**config.mk**
```make
export PLATFORM = sky130hd
export DESIGN_NAME = frame_buf_multi
export DESIGN_NICKNAME = d
export VERILOG_FILES = /design/src/rtl/frame_buf_multi.sv
export SDC_FILE = /design/constraint.sdc
export NUM_CORES = 1
export LEC_CHECK = 0
export CORE_ASPECT_RATIO = 0.9
export CORE_MARGIN = 2
export CORE_UTILIZATION = 54
export CTS_BUF_LIST = sky130_fd_sc_hd__clkbuf_4 sky130_fd_sc_hd__clkbuf_8
export DETAILED_ROUTE_END_ITERATION = 16
export PLACE_DENSITY = 0.72
export SYNTH_ARGS = -nofsm -noshare
export SYNTH_HDL_FRONTEND = slang
export SYNTH_SLANG_ARGS = --single-unit
```
**constraint.sdc**
```tcl
create_clock -name wr_clk -period 6.6 [get_ports wr_clk]
set_input_delay 1.65 -clock wr_clk [delete_from_list [all_inputs] [get_ports wr_clk]]
set_output_delay 1.65 -clock wr_clk [all_outputs]
set_load 0.01 [all_outputs]
```
**src/rtl/frame_buf_multi.sv**
```systemverilog
`default_nettype none
// ============================================================================
// Module      : frame_buf_multi
// Description : Multi-buffer frame store. Holds NUM_BUFS frames of FRAME_LEN
//               words in one internal array. The write side fills buffers in
//               rotation under valid/ready; the read side drains committed
//               frames in FIFO order with full backpressure. Single clock.
// Revision    : 1.0 - initial release
// ----------------------------------------------------------------------------
// Ports
//   wr_clk        sole clock, both sides
//   reset         synchronous, active-high; discards every frame
//   wr_valid      write word offered
//   wr_ready      a write word can be accepted (a free buffer exists)
//   wr_data       write word
//   wr_abort      discard the partially written frame (wins over a transfer)
//   rd_ready      consumer accepts rd_data
//   rd_valid      rd_data holds a valid word
//   rd_data       read word
//   rd_last       rd_data is the final word of its frame
//   rd_buf        buffer index rd_data came from
//   frames_avail  committed frames not yet fully issued to the read port
// ============================================================================
module frame_buf_multi #(
   parameter int DATA_WIDTH = 32,
   parameter int ADDR_WIDTH = 3,
   parameter int FRAME_LEN  = 1 << ADDR_WIDTH,
   parameter int BUF_W      = 1,
   parameter int NUM_BUFS   = 1 << BUF_W
) (
   input  logic                  wr_clk,
   input  logic                  reset,
   input  logic                  wr_valid,
   output logic                  wr_ready,
   input  logic [DATA_WIDTH-1:0] wr_data,
   input  logic                  wr_abort,
   input  logic                  rd_ready,
   output logic                  rd_valid,
   output logic [DATA_WIDTH-1:0] rd_data,
   output logic                  rd_last,
   output logic [BUF_W-1:0]      rd_buf,
   output logic [BUF_W:0]        frames_avail
);

   // Storage is addressed as {buffer, word}, so it is sized for the full
   // in-buffer address space even when FRAME_LEN is shorter.
   localparam int                    c_depth     = NUM_BUFS * (1 << ADDR_WIDTH);
   localparam logic [ADDR_WIDTH-1:0] c_last_addr = ADDR_WIDTH'(FRAME_LEN - 1);
   localparam logic [BUF_W-1:0]      c_last_buf  = BUF_W'(NUM_BUFS - 1);
   localparam logic [BUF_W:0]        c_num_bufs  = (BUF_W + 1)'(NUM_BUFS);

   logic [DATA_WIDTH-1:0] r_mem [c_depth];

   // Write side state
   logic [ADDR_WIDTH-1:0] r_wr_addr;
   logic [BUF_W-1:0]      r_wr_buf;

   // Read side state
   logic [ADDR_WIDTH-1:0] r_rd_addr;
   logic [BUF_W-1:0]      r_rd_buf_ptr;

   // Committed frames not yet fully issued
   logic [BUF_W:0]        r_count;

   // Output register
   logic                  r_rd_valid;
   logic [DATA_WIDTH-1:0] r_rd_data;
   logic                  r_rd_last;
   logic [BUF_W-1:0]      r_rd_buf;

   logic w_wr_xfer;
   logic w_commit;
   logic w_issue;
   logic w_release;

   function automatic logic [BUF_W-1:0] next_buf(input logic [BUF_W-1:0] b);
      next_buf = (b == c_last_buf) ? '0 : b + 1'b1;
   endfunction

   // A free buffer exists whenever fewer than NUM_BUFS frames are committed;
   // the write buffer can then never alias a frame still waiting to be read.
   assign wr_ready  = !reset && (r_count < c_num_bufs);

   // Abort drops the word offered in the same cycle.
   assign w_wr_xfer = wr_valid && wr_ready && !wr_abort;
   assign w_commit  = w_wr_xfer && (r_wr_addr == c_last_addr);

   // Issue refills the output register when it is empty or being drained.
   assign w_issue   = (r_count != '0) && (!r_rd_valid || rd_ready);
   assign w_release = w_issue && (r_rd_addr == c_last_addr);

   // ---------------------------------------------------------------------
   // Frame storage (contents are deliberately not cleared by reset)
   // ---------------------------------------------------------------------
   always_ff @(posedge wr_clk) begin
      if (w_wr_xfer) begin
         r_mem[{r_wr_buf, r_wr_addr}] <= wr_data;
      end
   end

   // ---------------------------------------------------------------------
   // Write pointer
   // ---------------------------------------------------------------------
   always_ff @(posedge wr_clk) begin
      if (reset) begin
         r_wr_addr <= '0;
         r_wr_buf  <= '0;
      end else if (wr_abort) begin
         // Rewind to the start of the same buffer; the partial frame is lost.
         r_wr_addr <= '0;
      end else if (w_commit) begin
         r_wr_addr <= '0;
         r_wr_buf  <= next_buf(r_wr_buf);
      end else if (w_wr_xfer) begin
         r_wr_addr <= r_wr_addr + 1'b1;
      end
   end

   // ---------------------------------------------------------------------
   // Read pointer
   // ---------------------------------------------------------------------
   always_ff @(posedge wr_clk) begin
      if (reset) begin
         r_rd_addr    <= '0;
         r_rd_buf_ptr <= '0;
      end else if (w_release) begin
         r_rd_addr    <= '0;
         r_rd_buf_ptr <= next_buf(r_rd_buf_ptr);
      end else if (w_issue) begin
         r_rd_addr    <= r_rd_addr + 1'b1;
      end
   end

   // ---------------------------------------------------------------------
   // Committed-frame count; a commit and a release together cancel out.
   // ---------------------------------------------------------------------
   always_ff @(posedge wr_clk) begin
      if (reset) begin
         r_count <= '0;
      end else begin
         case ({w_commit, w_release})
            2'b10:   r_count <= r_count + 1'b1;
            2'b01:   r_count <= r_count - 1'b1;
            default: r_count <= r_count;
         endcase
      end
   end

   // ---------------------------------------------------------------------
   // Output register. A released buffer's last word is captured here on the
   // release edge, so the writer may reuse that buffer immediately after.
   // ---------------------------------------------------------------------
   always_ff @(posedge wr_clk) begin
      if (reset) begin
         r_rd_valid <= 1'b0;
         r_rd_data  <= '0;
         r_rd_last  <= 1'b0;
         r_rd_buf   <= '0;
      end else if (w_issue) begin
         r_rd_valid <= 1'b1;
         r_rd_data  <= r_mem[{r_rd_buf_ptr, r_rd_addr}];
         r_rd_last  <= (r_rd_addr == c_last_addr);
         r_rd_buf   <= r_rd_buf_ptr;
      end else if (r_rd_valid && rd_ready) begin
         r_rd_valid <= 1'b0;
      end
   end

   assign rd_valid     = r_rd_valid;
   assign rd_data      = r_rd_data;
   assign rd_last      = r_rd_last;
   assign rd_buf       = r_rd_buf;
   assign frames_avail = r_count;

endmodule
`default_nettype wire

```
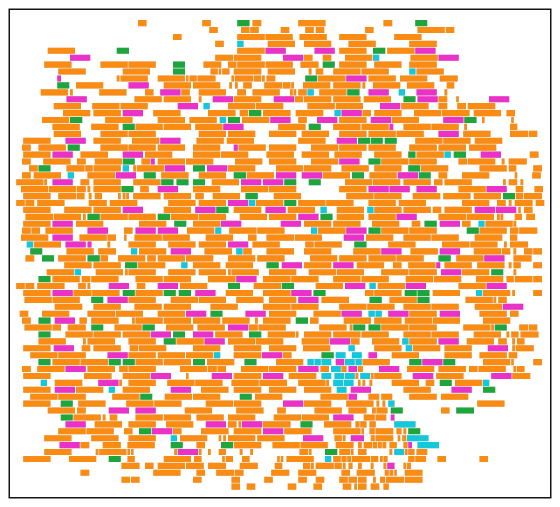
(run_1/sizes.png)
| size | colour | cells | share | most used |
|---|---|---|---|---|
| _6 and larger | green | 104 | 8.9% | clkbuf_8 |
| _3 and _4 cells | cyan | 55 | 4.7% | clkbuf_4 |
| _2 cells | magenta | 142 | 12% | mux4_2 |
| _0 and _1 cells | orange | 865 | 74% | edfxtp_1 |
Finished Cell Area: 24100 µm²
Layout area overhead: 14.5%
Non-clk bufs: 84
final setup margin: 1.79 ns

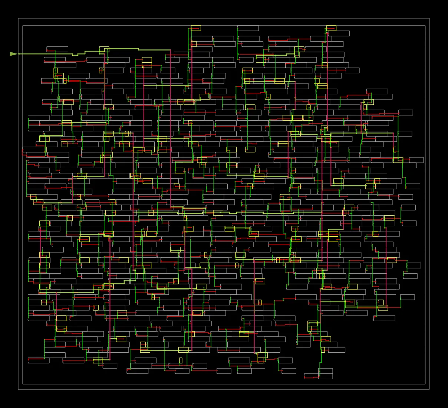
(run_1/clocks.png)
total CTS buffers: 85
CTS Sinks: 557

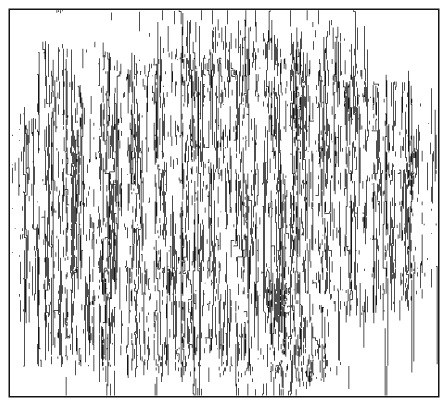
(run_1/layer_met2.png)
main direction: vertical
nets with wire on the layer: 1026
share of all routed wire: 49%
longest straight run: 118 µm
wire length on this layer: 20.2 mm
final WL: 41.6 mm
Vias: 9899
met2 usage: 0.341

==> impl_metrics.csv, run 1 <==
group,metric,value,unit
detailed_routing,via_per_inst,5.85,
place,place_ws,1.74,ns
grt,grt_util_all_layers,0.213,
final_layout,seq_share,0.674,
detailed_routing,drc,0,
detailed_routing,met3WireLength,2.50,mm
floorplan,io_pins,75,
final_layout,regArea,16300,µm²
setup_path,slowest_delay,0.75,ns
timing,hold_viol_final,0,
yosys,fp_nets,1023,
yosys,avgSynthCellArea,21.6,µm²
floorplan,dieArea,40700,µm²
detailed_routing,wl_met2,20.2,mm
grt,grt_overflow,0,
place,place_area,22400,µm²
yosys,ys_area,21100,µm²
final_layout,largest_reg_flops,512,
floorplan,core_area,38500,µm²
place,gp_congestion,0.736,
timing,finalClockPeriodUsage,0.728,
final_layout,stdcell_count,1691,
setup_path,rr_startpoint,"r_rd_addr[0]$_SDFFE_PP0P_",
timing,post-route-min-period,4.81,ns
cts,path_clk_slew,0.06,ns
status,status,"finished, final reports clean",
final_layout,lay_top_cells,"edfxtp_1, mux4_2, clkbuf_8, clkdlybuf4s50_1, nor2_1",
yosys,muxShareOfSynthArea,0.167,
place,place_hpwl,22.9,mm
cts,clk_latency,0.62,ns
yosys,yosysTopAreaCell,"edfxtp_1",
timing,final-setup-viol-count,0,
yosys,synth-compound-area-share,0.0159,
final_layout,ff_count,557,
final_layout,dominant_cells,"flip-flops and latches",
timing,fmax,208,MHz
yosys,ys_sh_xor,0.00166,
power_and_ir_drop,powerSeq,3.86,mW
final_layout,nets,1143,
floorplan,taps,525,
place,port_buffers,74,
grt,use_met1,0.304,
final_layout,logic_gates,367,
yosys,syn-cell-area,21100,µm²
cts,h-tree-depth,3,
==> run 2: changes to the inputs <==
- clock period: 6.6 -> 4.65 ns (I/O delays scaled with it)
==> impl_metrics.csv, run 2 <==
group,metric,value,unit
status,status,"finished, final reports clean",
grt,grt_use_met2,0.353,
detailed_routing,via_per_inst,5.76,
final_layout,seq_share,0.670,
final_layout,stdcell_count,1708,
timing,final-setup-viol-count,0,
final_layout,area_growth,15.2,%
final_layout,nets,1161,
grt,grt_util_all_layers,0.215,
timing,fmax,278,MHz
cts,clk_latency,0.61,ns
final_layout,dominant_cells,"flip-flops and latches",
place,place_area,22600,µm²
detailed_routing,met3WireLength,2.01,mm
yosys,synth-compound-area-share,0.0159,
detailed_routing,routed_wl,41.9,mm
final_layout,logic_gates,367,
timing,finalClockPeriodUsage,0.774,
floorplan,core_area,38500,µm²
final_layout,ff_count,557,
final_layout,design_area,24300,µm²
yosys,yosysTopAreaCell,"edfxtp_1",
floorplan,io_pins,75,
timing,fin_ws,1.05,ns
floorplan,taps,525,
timing,hold_viol_final,0,
power_and_ir_drop,powerSeq,5.48,mW
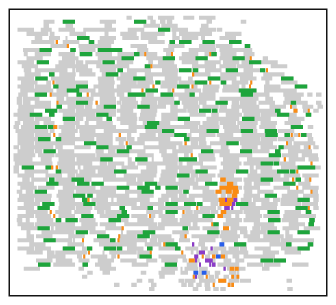
(run_2/logic_types.png)
| family | colour | cells | most used |
|---|---|---|---|
| mux cells | green | 192 | mux4_2 |
| nand cells | purple | 20 | nand2_1 |
| nor cells | orange | 95 | nor2_1 |
| xor and xnor cells | blue | 4 | xor2_1 |

